==> run_1/power_grid.png <==
Scale bar: 50 µm. Pins as bars on the die edge.
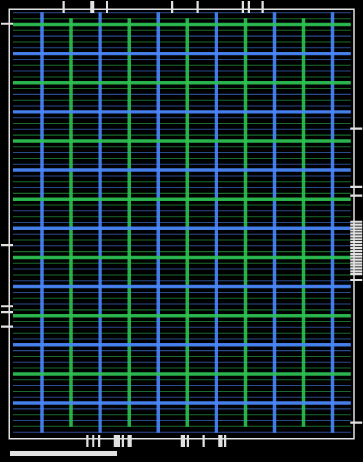
==> run_1/io_fan.png <==
Scale bar: 50 µm.
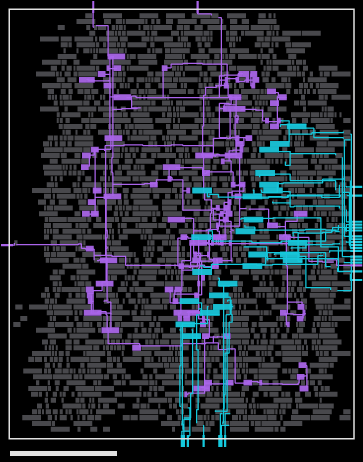
==> run_1/placement_by_type.png <==
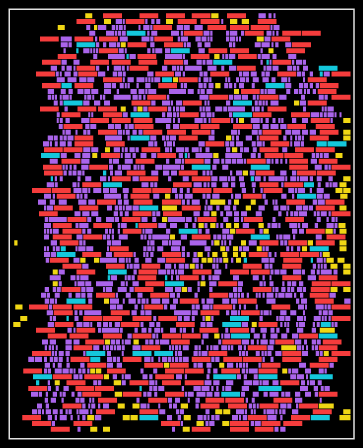
### config.mk
export PLATFORM = sky130hd
export DESIGN_NAME = lap_timer_bank
export DESIGN_NICKNAME = d
export VERILOG_FILES = /design/src/rtl/lap_timer_bank.sv
export SDC_FILE = /design/constraint.sdc
export NUM_CORES = 1
export LEC_CHECK = 0
export CAP_MARGIN = 20
export CORE_ASPECT_RATIO = 1.25
export CORE_UTILIZATION = 55
export DETAILED_ROUTE_END_ITERATION = 10
export PLACE_DENSITY = 0.73
export SLEW_MARGIN = 5
export SYNTH_ARGS = -nofsm -noshare
export SYNTH_HDL_FRONTEND = slang
export SYNTH_SLANG_ARGS = --single-unit
### constraint.sdc
create_clock -name clk -period 2.6 [get_ports clk]
set_input_delay 0.26 -clock clk [delete_from_list [all_inputs] [get_ports clk]]
set_output_delay 0.26 -clock clk [all_outputs]
set_load 0.02 [all_outputs]
### src/rtl/lap_timer_bank.sv
// lap_timer_bank: eleven mm:ss.cc BCD time registers (ten lap slots plus a
// total) advanced by a shared 1/100 s tick, with a freezable display port.
module lap_timer_bank #(
  parameter int CLK_DIV = 500000
) (
  input  logic        clk,
  input  logic        n_reset,
  input  logic [10:0] en,
  input  logic [3:0]  disp_sel,
  input  logic        disp_update,
  output logic [23:0] disp_time,
  output logic        tick,
  output logic [10:0] ovf
);

  localparam int NREG = 11;
  localparam int PW = (CLK_DIV > 1) ? $clog2(CLK_DIV) : 1;
  localparam logic [PW-1:0] PRE_LAST = PW'(CLK_DIV - 1);

  logic [PW-1:0] pre_p0;
  logic          tick_p1;
  logic [23:0]   time_p2 [0:NREG-1];
  logic [10:0]   ovf_p2;
  logic [23:0]   disp_p3;
  logic [24:0]   inc_next [0:NREG-1];
  logic [3:0]    sel_idx;
  logic          any_en;

  // One-step BCD increment; the MSB of the result flags 59:59.99 -> 00:00.00.
  function automatic logic [24:0] bcd_inc(input logic [23:0] t);
    logic [3:0] mt, mu, st, su, ct, cu;
    logic       wrap;
    {mt, mu, st, su, ct, cu} = t;
    wrap = 1'b0;
    if (cu != 4'd9) begin
      cu = cu + 4'd1;
    end else begin
      cu = 4'd0;
      if (ct != 4'd9) begin
        ct = ct + 4'd1;
      end else begin
        ct = 4'd0;
        if (su != 4'd9) begin
          su = su + 4'd1;
        end else begin
          su = 4'd0;
          if (st != 4'd5) begin
            st = st + 4'd1;
          end else begin
            st = 4'd0;
            if (mu != 4'd9) begin
              mu = mu + 4'd1;
            end else begin
              mu = 4'd0;
              if (mt != 4'd5) begin
                mt = mt + 4'd1;
              end else begin
                mt = 4'd0;
                wrap = 1'b1;
              end
            end
          end
        end
      end
    end
    return {wrap, mt, mu, st, su, ct, cu};
  endfunction

  assign any_en    = |en;
  assign sel_idx   = (disp_sel > 4'd10) ? 4'd10 : disp_sel;
  assign tick      = tick_p1;
  assign ovf       = ovf_p2;
  assign disp_time = disp_p3;

  // Stage p0/p1: prescaler only runs while something counts, so the sub-tick
  // phase survives stop/start; tick is a registered one-cycle pulse.
  always_ff @(posedge clk or negedge n_reset) begin
    if (!n_reset) begin
      pre_p0  <= '0;
      tick_p1 <= 1'b0;
    end else begin
      tick_p1 <= 1'b0;
      if (any_en) begin
        if (pre_p0 == PRE_LAST) begin
          pre_p0  <= '0;
          tick_p1 <= 1'b1;
        end else begin
          pre_p0 <= pre_p0 + PW'(1);
        end
      end
    end
  end

  // Candidate next value of every register, computed unconditionally.
  always_comb begin
    for (int i = 0; i < NREG; i++) begin
      inc_next[i] = bcd_inc(time_p2[i]);
    end
  end

  // Stage p2: on a tick, each register whose enable is set in that same
  // cycle advances by 0.01 s; a wrap sets its sticky overflow flag.
  always_ff @(posedge clk or negedge n_reset) begin
    if (!n_reset) begin
      for (int i = 0; i < NREG; i++) begin
        time_p2[i] <= '0;
      end
      ovf_p2 <= '0;
    end else if (tick_p1) begin
      for (int i = 0; i < NREG; i++) begin
        if (en[i]) begin
          time_p2[i] <= inc_next[i][23:0];
          if (inc_next[i][24]) begin
            ovf_p2[i] <= 1'b1;
          end
        end
      end
    end
  end

  // Stage p3: display register follows the selected slot live, or holds.
  always_ff @(posedge clk or negedge n_reset) begin
    if (!n_reset) begin
      disp_p3 <= '0;
    end else if (disp_update) begin
      disp_p3 <= time_p2[sel_idx];
    end
  end

endmodule

==> Slide: Implementation Results, run 1 <==
Run Summary

Run status
  – Status: finished, final reports clean

Worst setup path
  – Reg2reg setup slack: 0.36 ns
  – Critical path launch point: time_p2[121]
  – CP Buf/Inv Count: 0
  – CP arrival: 2.66 ns
  – CP endpoint: time_p2[128]
  – Worst R2R Start: time_p2[121]
  – Max incr delay on CP: 0.55 ns
  – CP Max Fanout: 7
  – Delay-heaviest family, CP: simple AND/OR/NAND/NOR gates
  – Reg-to-Reg End: time_p2[128]
  – Slowest cell on crit path: or3b_1
  – Critical path depth: 5
  – CP endpoint kind: register

Power
  – Comb pwr: 766 µW
  – Gate power share: 6.9%
  – Largest Pwr Group: sequential cells
  – Pwr Total: 11.05 mW
  – Sw frac: 23.53%
  – Flop pwr share: 46.9%
  – P_sw: 2.600 mW

Die
  – Chip area: 0.03204 mm²
  – # IOs: 54
  – FP Util: 55.76%

Finish
  – Gate Area: 0.008698 mm²
  – Layout Utilization: 64.13%
  – Clock network area share: 5.916%
  – Largest cell class by area: multi-input combinational cells
  – Layout cells sized above 1: 12.54%
  – Non-filler instance count after layout: 2,281
  – Sequential cell area share: 40.28%
  – # fillers: 2,524
  – Max reg flops: 264
  – Invs w/o clock: 84
  – CLK BUF: 54
  – Flop area: 0.007983 mm²
  – Fin nets: 1,867
  – Signal buffers: 126
  – Layout area overhead: 15.02%
  – Reg with most FFs: time_p2
  – Most frequent logic cell in the layout: dfrtp_1
  – NonClk Buf Share: 5.746%

Detailed routing
  – Pre-antenna DRT Iters: 6
  – WL/cell: 20.12 µm
  – WL met1: 18,640 µm
  – Via density: 6.078
  – Routed met3 length: 2513 µm
  – WL final: 45,900 µm
  – Routed wl met2: 22,370 µm
  – Uppermost layer routed: met4
  – Vias: 13,864
  – Initial DRC Count: 1,321

Job
  – Max-Cap Viols: 0

Global routing
  – Number of global-route vias before repair: 13,576
  – Top Usage Layer GRT: met2
  – First-pass GRT wire length: 73,670 µm
  – Initial antenna violation count: 0
  – Met1 Use GR: 36.68%
  – Met3 Usage GRT: 4.132%
  – Gr usage total: 29.45%
  – Largest net degree at the start of global routing: 123

Clock tree
  – Root buffer cell: clkbuf_16
  – Worst-path clk slew: 0.06 ns
  – Post-CTS setup buffer count: 0
  – H-tree levels: 2

Hold path
  – Worst hold path class: input pin to asynchronous set/reset pin

Timing
  – Worst Tran Pin Value: 0.6768 ns
  – Final WS setup: 0.3634 ns
  – RSZ-0062 raised after global routing: false
  – Final Skew: 0.01923 ns
  – Fin Hold WS: 0.1175 ns
  – Fin crit share: 86.02%
  – Final setup viols: 0
  – Slew Viols, Final: 0
  – Final hold violation count: 0

Logic synthesis
  – # Cells Yosys: 1,737
  – Most instantiated cells after synthesis: dfrtp_1, nand2_1, o21ai_0
  – Synthesized area per cell: 9.919 µm²
  – Synth Warn #: 0
  – Area leader share: 46.33%
  – Post-synth area from yosys stat: 0.01723 mm²
  – Yosys adder share: 0.07262%
  – AND-OR/OR-AND Cells, Area Fraction: 13.17%
  – Post-synth EDFFs: 0
  – Post-synth top area cell: dfrtp_1
  – Dominant register cell: dfrtp_1
  – Post-synthesis sequential area ratio: 46.33%
  – Post-Synth Simple-Gate Area: 22.34%
  – XORs/XNORs by Area: 7.117%
  – Post-Syn Instances: 1,737
  – Post-synth mux share: 7.778%
  – Top-count cell post-synth: dfrtp_1
  – Mapped Area: 0.01723 mm²
  – Post-synth ARST share: 100.0%

Placed design
  – DP HPWL: 34,030 µm
  – PortBufs: 53
  – Place WS: 0.08603 ns
  – Gp weighted congestion: 1.016
## Picture notes: power_grid.png
legend:
  VSS:
    color: blue
  VDD:
    color: green
met5 straps: 14
met1 rails: 73
met4 straps: 11
signal pins: 54
rows: 72
core area: 0.03090 mm²
worst vdd rail ir drop: 0.4889 mV
die y size: 199.9 µm
die width: 160.3 µm

## Picture notes: io_fan.png
legend:
  disp_time:
    color: cyan
    direction: output
    edge: 17 east, 7 south
    end_cells: 24
    buffers: 24
    wire: 1,630 µm
  disp_sel:
    color: purple
    direction: input
    edge: 2 north, 1 west, 1 east
    end_cells: 124
    buffers: 18
    wire: 2,140 µm

## Picture notes: placement_by_type.png
legend:
  sequential cells:
    color: red
    cells: 319
  combinational and other logic:
    color: purple
    cells: 1,366
  clock drivers and dummy loads:
    color: cyan
    cells: 63
  remaining buffers and delay cells:
    color: yellow
    cells: 126
design area: 0.01982 mm²
row count: 72

--- run 2 (diff from run 1) ---
--- a/config.mk
+++ b/config.mk
@@ -8,9 +8,10 @@
 export CAP_MARGIN = 20
 export CORE_ASPECT_RATIO = 1.25
 export CORE_UTILIZATION = 55
+export CTS_BUF_LIST = sky130_fd_sc_hd__clkbuf_8 sky130_fd_sc_hd__clkbuf_16
 export DETAILED_ROUTE_END_ITERATION = 10
 export PLACE_DENSITY = 0.73
-export SLEW_MARGIN = 5
+export SLEW_MARGIN = 20
 export SYNTH_ARGS = -nofsm -noshare
 export SYNTH_HDL_FRONTEND = slang
 export SYNTH_SLANG_ARGS = --single-unit
==> run_2/cell_density.png <==
Scale bar: 50 µm. 16 x 20 tiles, from black (low) to pale yellow (high), 0 to 100% covered.
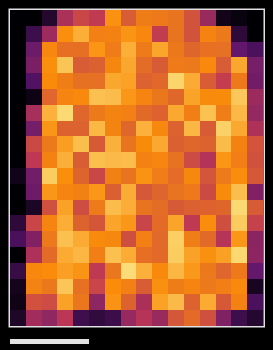
tiles over 75% full: 27%
fullest tile: 92%
nearly empty tiles: 5.0%
emptiest ninth of the die: north-west
Layout Utilization: 64.13%
FP Util: 55.76%

==> run 2 against run 1 <==
Synthesized area stayed put. Highest routed layer unchanged. Worst hold slack worse by 0.0018 ns. Largest cell class unchanged. Critical path type unchanged. Sequential cell count stayed put. First-iteration DRC count is 0.53% lower.
==> Slide: Implementation Results, run 2 <==
Run Summary

Worst setup path
  – Worst EP required: 3.02 ns
  – Reg-to-Reg End: time_p2[128]
  – Critical path depth: 5
  – Setup CP Type: register to register
  – Max incr delay on CP: 0.55 ns
  – Critical path launch point: time_p2[121]
  – Reg2reg setup slack: 0.36 ns
  – CP Max Fanout: 7
  – CP endpoint: time_p2[128]
  – CP Buf/Inv Count: 0
  – Delay-heaviest family, CP: simple AND/OR/NAND/NOR gates
  – Worst path cell trace: or3b_1, nor2_1, nand2_1, or3_1, xnor2_1
  – Worst R2R Start: time_p2[121]
  – CP arrival: 2.66 ns
  – Slowest cell on crit path: or3b_1
  – CP endpoint kind: register
  – Critical path launch point type: register

Finish
  – Max reg flops: 264
  – Most frequent logic cell in the layout: dfrtp_1
  – CLK BUF: 43
  – Clock network area share: 5.916%
  – # fillers: 2,524
  – Flop area: 0.007983 mm²
  – Most frequent cells in the layout: dfrtp_1, nand2_1, o21ai_0
  – Layout cells sized above 1: 12.54%
  – Layout area overhead: 15.02%
  – Invs w/o clock: 84
  – Largest cell class by area: multi-input combinational cells
  – Non-filler instance count after layout: 2,281
  – Reg with most FFs: time_p2
  – Gate Area: 0.008698 mm²
  – Fin nets: 1,867
  – Sequential cell area share: 40.28%
  – Design area: 0.01982 mm²
  – NonClk Buf Share: 5.746%
  – Signal buffers: 126

Timing
  – Final WS setup: 0.3620 ns
  – RSZ-0062 raised after global routing: false
  – Slew Viols, Final: 0
  – Final Skew: 0.01841 ns
  – Final setup viols: 0
  – F_max: 446.8 MHz
  – Fin crit share: 86.08%
  – Worst Tran Pin Value: 0.6884 ns
  – Fin Hold WS: 0.1157 ns
  – Final hold violation count: 0

Placed design
  – Area after DPL: 0.01863 mm²
  – DP HPWL: 34,030 µm
  – PortBufs: 53
  – Gp weighted congestion: 1.016
  – Place WS: 0.08603 ns

Logic synthesis
  – Post-synth top area cell: dfrtp_1
  – Synthesized area per cell: 9.919 µm²
  – Post-synth EDFFs: 0
  – Post-synth mux share: 7.778%
  – Most instantiated cells after synthesis: dfrtp_1, nand2_1, o21ai_0
  – Post-synthesis sequential area ratio: 46.33%
  – Post-Syn Instances: 1,737
  – Mapped Area: 0.01723 mm²
  – Post-synth area from yosys stat: 0.01723 mm²
  – XORs/XNORs by Area: 7.117%
  – AND-OR/OR-AND Cells, Area Fraction: 13.17%
  – Post-Synth Simple-Gate Area: 22.34%
  – Post-synth ARST share: 100.0%
  – Area leader share: 46.33%
  – Top-count cell post-synth: dfrtp_1
  – Top cells by area: dfrtp_1, xnor2_1, nand2_1
  – Yosys adder share: 0.07262%
  – # Cells Yosys: 1,737
  – Dominant register cell: dfrtp_1
  – Synth Warn #: 0

Global routing
  – Met1 Use GR: 36.68%
  – Gr usage total: 29.45%
  – Initial antenna violation count: 0
  – Met2 GRT Util: 50.10%
  – Largest net degree at the start of global routing: 123
  – Number of global-route vias before repair: 13,579
  – First-pass GRT wire length: 73,670 µm
  – Top Usage Layer GRT: met2
  – Met3 Usage GRT: 4.132%

Detailed routing
  – Routed met3 length: 2415 µm
  – Vias: 13,891
  – WL final: 45,950 µm
  – Uppermost layer routed: met4
  – WL met1: 18,780 µm
  – Initial DRC Count: 1,314
  – Pre-antenna DRT Iters: 5
  – Via density: 6.090
  – WL/cell: 20.14 µm
  – Routed wl met2: 22,320 µm

Clock tree
  – Root buffer cell: clkbuf_16
  – H-tree levels: 2
  – Worst-path clk slew: 0.06 ns
  – CTS tree: yes
  – Post-CTS setup buffer count: 0

Die
  – Row count: 72
  – Core area: 0.03090 mm²
  – Chip area: 0.03204 mm²
  – # IOs: 54
  – Die width: 160.3 µm
  – Die y size: 199.9 µm

Power
  – Worst vdd rail ir drop: 0.4891 mV
  – Flop pwr share: 47.0%
  – Pint: 8.409 mW
  – Clock group power: 5.07 mW
  – Gate power share: 7.0%
  – Leak: 8.832 nW
  – Largest Pwr Group: sequential cells
  – Comb pwr: 766 µW
  – Sw frac: 23.69%
  – Pwr Total: 11.02 mW
  – P_sw: 2.611 mW

Job
  – Max-Cap Viols: 0

Hold path
  – Worst hold path class: input pin to asynchronous set/reset pin

Run status
  – Status: finished, final reports clean
==> run_2/placement_by_type.png <==
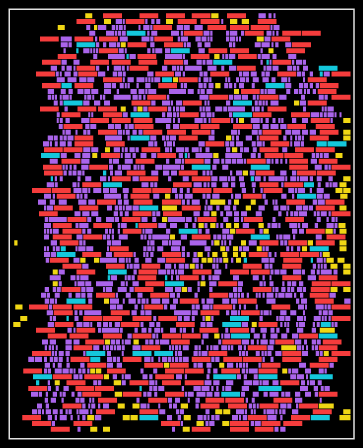

--- run 3 (diff from run 2) ---
--- a/config.mk
+++ b/config.mk
@@ -11,6 +11,7 @@
 export CTS_BUF_LIST = sky130_fd_sc_hd__clkbuf_8 sky130_fd_sc_hd__clkbuf_16
 export DETAILED_ROUTE_END_ITERATION = 10
 export PLACE_DENSITY = 0.73
+export REMOVE_ABC_BUFFERS = 1
 export SLEW_MARGIN = 20
 export SYNTH_ARGS = -nofsm -noshare
 export SYNTH_HDL_FRONTEND = slang
==> constraint.sdc (replaced) <==
create_clock -name clk -period 2.3 [get_ports clk]
set_input_delay 0.23 -clock clk [delete_from_list [all_inputs] [get_ports clk]]
set_output_delay 0.23 -clock clk [all_outputs]
set_load 0.02 [all_outputs]
==> run_3/placement_by_type.png <==
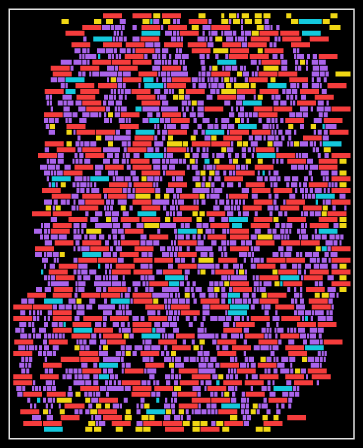
legend:
  combinational and other logic:
    color: purple
    cells: 1,366
  sequential cells:
    color: red
    cells: 319
  remaining buffers and delay cells:
    color: yellow
    cells: 166
  clock drivers and dummy loads:
    color: cyan
    cells: 63
Layout Utilization: 65.27%
sequential cell area share: 39.58%
design area: 0.02017 mm²

==> run 3 against run 2 <==
Non-clock buffer count is 40 higher. Worst setup slack worse by 0.20 ns. Cell count is 1.8% higher. Synthesized cell count stayed put. First-iteration DRC count is 19% lower. Critical path depth is 1 higher. Cell area is 1.8% higher. Critical path type unchanged. Highest routed layer unchanged.
==> Slide: Implementation Results, run 3 <==
Run Summary

Finish
  – Non-filler instance count after layout: 2,321
  – Most frequent logic cell in the layout: dfrtp_1
  – Most frequent cells in the layout: dfrtp_1, nand2_1, o21ai_0
  – NonClk Buf Share: 7.581%
  – Flop area: 0.007984 mm²
  – Clock network area share: 5.565%
  – Layout area overhead: 17.07%
  – Largest cell class by area: multi-input combinational cells
  – Invs w/o clock: 84
  – CLK BUF: 42

Detailed routing
  – WL met1: 18,390 µm
  – WL/cell: 19.51 µm
  – Routed met3 length: 2062 µm
  – Uppermost layer routed: met4
  – Via density: 6.020
  – Pre-antenna DRT Iters: 9
  – WL final: 45,290 µm

Die
  – Chip area: 0.03204 mm²
  – Die width: 160.3 µm
  – Core area: 0.03090 mm²
  – Die y size: 199.9 µm
  – Row count: 72

Global routing
  – Initial antenna violation count: 0
  – Gr usage total: 29.19%

Placed design
  – DP HPWL: 33,280 µm
  – Gp weighted congestion: 0.9489
  – Place WS: -0.1001 ns

Worst setup path
  – Setup CP Type: register to register
  – Worst R2R Start: tick
  – Slowest cell on crit path: or3_1
  – Reg-to-Reg End: time_p2[116]
  – CP Buf/Inv Count: 1
  – CP Max Fanout: 7
  – Reg2reg setup slack: 0.16 ns
  – Worst path cell trace: buf_4, and3_1, nand4_2, or3_1, nor3b_2, xor2_1

Power
  – Clock group power: 5.51 mW
  – Sw frac: 24.51%
  – Flop pwr share: 47.6%
  – Comb pwr: 921 µW
  – Largest Pwr Group: sequential cells
  – Worst vdd rail ir drop: 0.5942 mV
  – Pint: 9.271 mW

Logic synthesis
  – Mapped Area: 0.01723 mm²
  – Post-synth top area cell: dfrtp_1
  – Top-count cell post-synth: dfrtp_1
  – Post-synthesis sequential area ratio: 46.33%
  – XORs/XNORs by Area: 7.117%
  – Synthesized area per cell: 9.919 µm²
  – Area leader share: 46.33%
  – Most instantiated cells after synthesis: dfrtp_1, nand2_1, o21ai_0
  – Dominant register cell: dfrtp_1
  – Post-synth area from yosys stat: 0.01723 mm²

Hold path
  – Worst hold path class: input pin to asynchronous set/reset pin

Timing
  – Final WS setup: 0.1643 ns
  – RSZ-0062 raised after global routing: false
  – Final hold violation count: 0
  – Fin crit share: 92.86%

Clock tree
  – Root buffer cell: clkbuf_16
  – Worst-path clk slew: 0.06 ns

Run status
  – Status: finished, final reports clean

Job
  – Max-Cap Viols: 0
Power and IR drop assume default switching activity.
